## src/rtl/led_adder_sequencer.sv

```systemverilog
// Tiny Tapeout controller for the shared 8-bit add/sub datapath: captures A and B on
// separate strobes, computes in one cycle, then holds the result for a display window.
module led_adder_sequencer #(
    parameter int unsigned HOLD_CYCLES    = 16,
    parameter int unsigned TIMEOUT_CYCLES = 255,
    parameter int unsigned CNT_W          = 8
) (
    input  logic       clk,
    input  logic       rst_n,
    input  logic       ena,
    input  logic [7:0] ui_in,
    input  logic [7:0] uio_in,
    output logic [7:0] uo_out,
    output logic [7:0] uio_out,
    output logic [7:0] uio_oe
);
    typedef enum logic [1:0] {
        IDLE    = 2'd0,
        WAIT_B  = 2'd1,
        COMPUTE = 2'd2,
        SHOW    = 2'd3
    } state_t;

    state_t           state, state_n;
    logic [7:0]       a_q, a_n, b_q, b_n, result_q, result_n;
    logic             carry_q, carry_n, valid_q, valid_n, err_q, err_n, op_q, op_n;
    logic [CNT_W-1:0] cnt, cnt_n;
    logic             start_d, b_d;
    logic             start_rise, b_rise, abort, busy;
    logic [8:0]       sum, diff;
    logic             unused;

    assign start_rise = ui_in[0] & ~start_d;
    assign b_rise     = ui_in[1] & ~b_d;
    assign abort      = ui_in[4];
    assign busy       = (state != IDLE);

    // Bit 8 of the 9-bit difference is the borrow (set exactly when a_q < b_q).
    assign sum  = {1'b0, a_q} + {1'b0, b_q};
    assign diff = {1'b0, a_q} - {1'b0, b_q};

    always_ff @(posedge clk or negedge rst_n) begin
        if (!rst_n) begin
            state    <= IDLE;
            a_q      <= '0;
            b_q      <= '0;
            result_q <= '0;
            carry_q  <= 1'b0;
            valid_q  <= 1'b0;
            err_q    <= 1'b0;
            op_q     <= 1'b0;
            cnt      <= '0;
            start_d  <= 1'b0;
            b_d      <= 1'b0;
        end else begin
            state    <= state_n;
            a_q      <= a_n;
            b_q      <= b_n;
            result_q <= result_n;
            carry_q  <= carry_n;
            valid_q  <= valid_n;
            err_q    <= err_n;
            op_q     <= op_n;
            cnt      <= cnt_n;
            start_d  <= ui_in[0];
            b_d      <= ui_in[1];
        end
    end

    always_comb begin
        state_n  = state;
        a_n      = a_q;
        b_n      = b_q;
        result_n = result_q;
        carry_n  = carry_q;
        valid_n  = valid_q;
        err_n    = err_q;
        op_n     = op_q;
        cnt_n    = cnt;
        if (abort) begin
            state_n = IDLE;
            cnt_n   = '0;
            if (state == WAIT_B) valid_n = 1'b0;
        end else begin
            case (state)
                IDLE: begin
                    if (start_rise) begin
                        a_n     = uio_in;
                        op_n    = ui_in[2];
                        valid_n = 1'b0;
                        err_n   = 1'b0;
                        cnt_n   = CNT_W'(TIMEOUT_CYCLES - 1);
                        state_n = WAIT_B;
                    end
                end
                WAIT_B: begin
                    if (b_rise) begin
                        b_n     = uio_in;
                        state_n = COMPUTE;
                    end else if (cnt == '0) begin
                        err_n   = 1'b1;
                        state_n = IDLE;
                    end else begin
                        cnt_n = cnt - 1'b1;
                    end
                end
                COMPUTE: begin
                    if (op_q) begin
                        result_n = diff[7:0];
                        carry_n  = diff[8];
                    end else begin
                        result_n = sum[7:0];
                        carry_n  = sum[8];
                    end
                    valid_n = 1'b1;
                    cnt_n   = CNT_W'(HOLD_CYCLES - 1);
                    state_n = SHOW;
                end
                SHOW: begin
                    if (cnt == '0) state_n = IDLE;
                    else           cnt_n   = cnt - 1'b1;
                end
                default: state_n = IDLE;
            endcase
        end
    end

    assign uo_out  = ui_in[3] ? {busy, carry_q, valid_q, err_q, 2'b00, state} : result_q;
    assign uio_out = 8'h00;
    assign uio_oe  = 8'h00;
    assign unused  = &{1'b0, ena, ui_in[7:5]};
endmodule

```

## config.mk

```make
export PLATFORM = sky130hd
export DESIGN_NAME = led_adder_sequencer
export DESIGN_NICKNAME = d
export VERILOG_FILES = /design/src/rtl/led_adder_sequencer.sv
export SDC_FILE = /design/constraint.sdc
export NUM_CORES = 1
export LEC_CHECK = 0
export ABC_AREA = 1
export CAP_MARGIN = 30
export CORE_MARGIN = 4
export CORE_UTILIZATION = 56
export CTS_BUF_LIST = sky130_fd_sc_hd__clkbuf_8
export DETAILED_ROUTE_END_ITERATION = 10
export PLACE_DENSITY = 0.79
export SETUP_SLACK_MARGIN = 0.15
export SLEW_MARGIN = 10
export SYNTH_ARGS = -nofsm -noshare
export SYNTH_HDL_FRONTEND = slang
export SYNTH_SLANG_ARGS = --single-unit
```

## constraint.sdc

```tcl
create_clock -name clk -period 1.9 [get_ports clk]
set_input_delay 0.19 -clock clk [delete_from_list [all_inputs] [get_ports clk]]
set_output_delay 0.19 -clock clk [all_outputs]
set_load 0.03 [all_outputs]
```

==> results.yml <==
# yosys + openroad results
synth:
  ys_sh_mux: 0.0252
  ys_cells: 353
  synth_area_um2: 2680
  simple_gate_share: 0.255
  ys_top_cells_by_area: "dfrtp_1 37%, nand2_1 12%, ha_1 7.9%"
  synthAdderAreaFrac: 0.0943
  seq_area_frac_synth: 0.373
final_layout:
  diodes: 0
  layout-drive-gt1-share: 0.159
  final_nets: 421
  synthToLayoutAreaGrowth_pct: 15.9
timing:
  finalSetupViolCount: 0
  period_minus_slack_ns: 1.70
  relSlewSlack: 0.666
  worstMarginPinSlew_ns: 0.501
  tns_ns: 0
setup_path:
  startpoint_type: "register"
  crit_path_top_delay_cell: "dfrtp_1"
  required_ns: 2.08
  path_buffers: 2
  r2r_end: "result_q[4]"
  critical_path.top_delay_family: "adder cells"
  crit_arrival_ns: 1.88
  cp-startpoint: "b_q[0]"
  endpoint_kind: "register"
  reg2regPathDepth: 11
floorplanning:
  die_h_um: 77.2
  pin_count: 43
pwr:
  power.density_nw_per_um2: 1220
global_route:
  grt-ovfl-total: 0
  globalRouteTotalUtil: 0.182
clocking:
  htreeDepth: 2
  clk_latency_ns: 0.30
  cts_tree: "done"
  clockBufferDepth: 2
placement:
  port_buffers: 22
detailed_routing:
  wirelength_um: 5570
  vias_per_cell: 5.20
run:
  maxCapViolCount: 0
  warning_count: 39
status:
  outcome: "finished, final reports clean"
-- final cells by class --
cell class              count  area, um2
repair buffers             32        282
clock inverters             2       10.0
inverters                  51        191
fillers                   382       1400
multi-input cells         253       1480
flip-flops and latches     40       1000
clock buffers               6       82.6
well taps                  52       65.1
-- registers in the layout, summed over array words and instances (netlist names), 2 cells and up --
name / cells
state: 2
result_q: 8
a_q: 8
cnt: 8
b_q: 8
-- stage by stage --
stage	util	hold slack (ns)	worst slack, ns	cells	area [um2]
global placement	0.642	0.274	0.0707	425	2890
CTS	0.664	0.367	0.154	434	2990
detailed placement	0.642	0.278	0.0348	425	2890
global route	0.690	0.377	0.100	436	3110
floorplan	-	-0.106	0.186	368	2740
finish	0.690	0.363	0.205	436	3110
-- logic make-up after synthesis --
family,count (synthesis)
muxes,6
adders and majority gates,19
AOI/OAI and AO/OA,54
buffers and inverters,75
DFF,40
other,1
xor gates and xnor gates,2
and+or+nand+nor,156
-- metal layers --
layer	vias up	GRT usage	share of wire
li1	1148	-	-
met4	0	0.0534	0.015
met2	45	0.307	0.48
met1	1063	0.229	0.46
met3	10	0.0457	0.046
met5	-	0	0
-- cell usage in the layout, fill, tap and decap left out, types with 5 or more instances in the layout --
cell type / count
a21oi_1: 10
buf_4: 12
clkbuf_8: 6
clkdlybuf4s50_1: 13
conb_1: 16
dfrtp_1: 40
ha_1: 10
inv_1: 45
inv_2: 5
mux2_2: 6
nand2_1: 87
nand3_1: 17
nand4_1: 6
nor2_1: 27
o21ai_0: 29
o21ai_1: 5
-- Yosys cell counts (all sizes together), types with 3 or more instances --
master	number
buf	21
inv	50
dfrtp	40
ha	17
clkbuf	3
nand2	90
o21ai	38
a21oi	10
nand4	6
mux2	6
nand3	22
nor2	31
-- repair_timing --
action / in CTS / in global routing
hold buffers: 1 / 0
endpoints found under the hold margin: 40 / 0
pin swaps: 0 / 10
gates resized: 6 / 24
setup buffers: 0 / 2
endpoints found under the setup margin: 6 / 14
-- where the power goes --
part           total, mW  internal (mW)  switching, mW  leakage [nW]
clock              0.595          0.290          0.305        0.0510
sequential          1.25           1.09          0.165         0.492
combinational       1.93          0.774           1.16          1.03
-- how the worst min path moves through the flow --
| stage | start | end | cells after the start |
|---|---|---|---|
| after floorplan | rst_n | a_q[0] | 0 |
| final | ui_in[1] | b_d | 1 |
| after detailed placement | rst_n | err_q | 2 |
| after global routing | ui_in[1] | b_d | 1 |
| after CTS | ui_in[1] | b_d | 1 |
| after global placement | rst_n | result_q[1] | 2 |
-- worst register-to-register path: stages, from the launching register on --
cell and delay [ns]:
dfrtp_1 0.38, ha_2 0.20, inv_1 0.05, fa_2 0.34, inv_2 0.07, nand3_1 0.09, nand3_2 0.08, nand2_1 0.06
o21ai_0 0.07, nand2_1 0.06, nand3_1 0.09, o21ai_0 0.08
cell_classes.png
Fill, decap, tap and diode cells in gray.
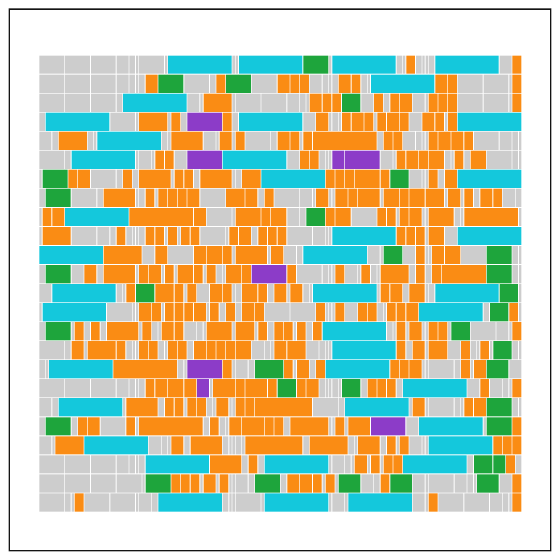
Key: other buffers and delay cells = green [cells 32, share of their area 9.3%]; clock drivers and dummy loads = purple [cells 8, share of their area 3.0%]; all other logic = orange [cells 304, share of their area 55%]; flops = cyan [cells 40, share of their area 33%]
Placeable Area: 4500 um2
# rows: 24
sequential share of cell area: 0.322
Final Util: 0.690

metal_stack.png
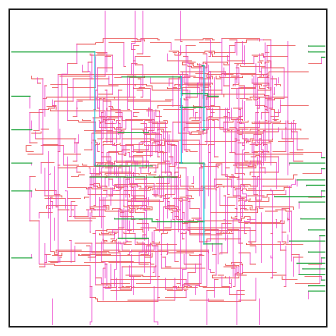
Key: met1 = red [wire length 2540 um]; met2 = magenta [wire length 2690 um]; met3 = green [wire length 256 um]; met4 = cyan [wire length 84.3 um]

Power figures rest on the tool's default switching activity, not on a simulated workload.
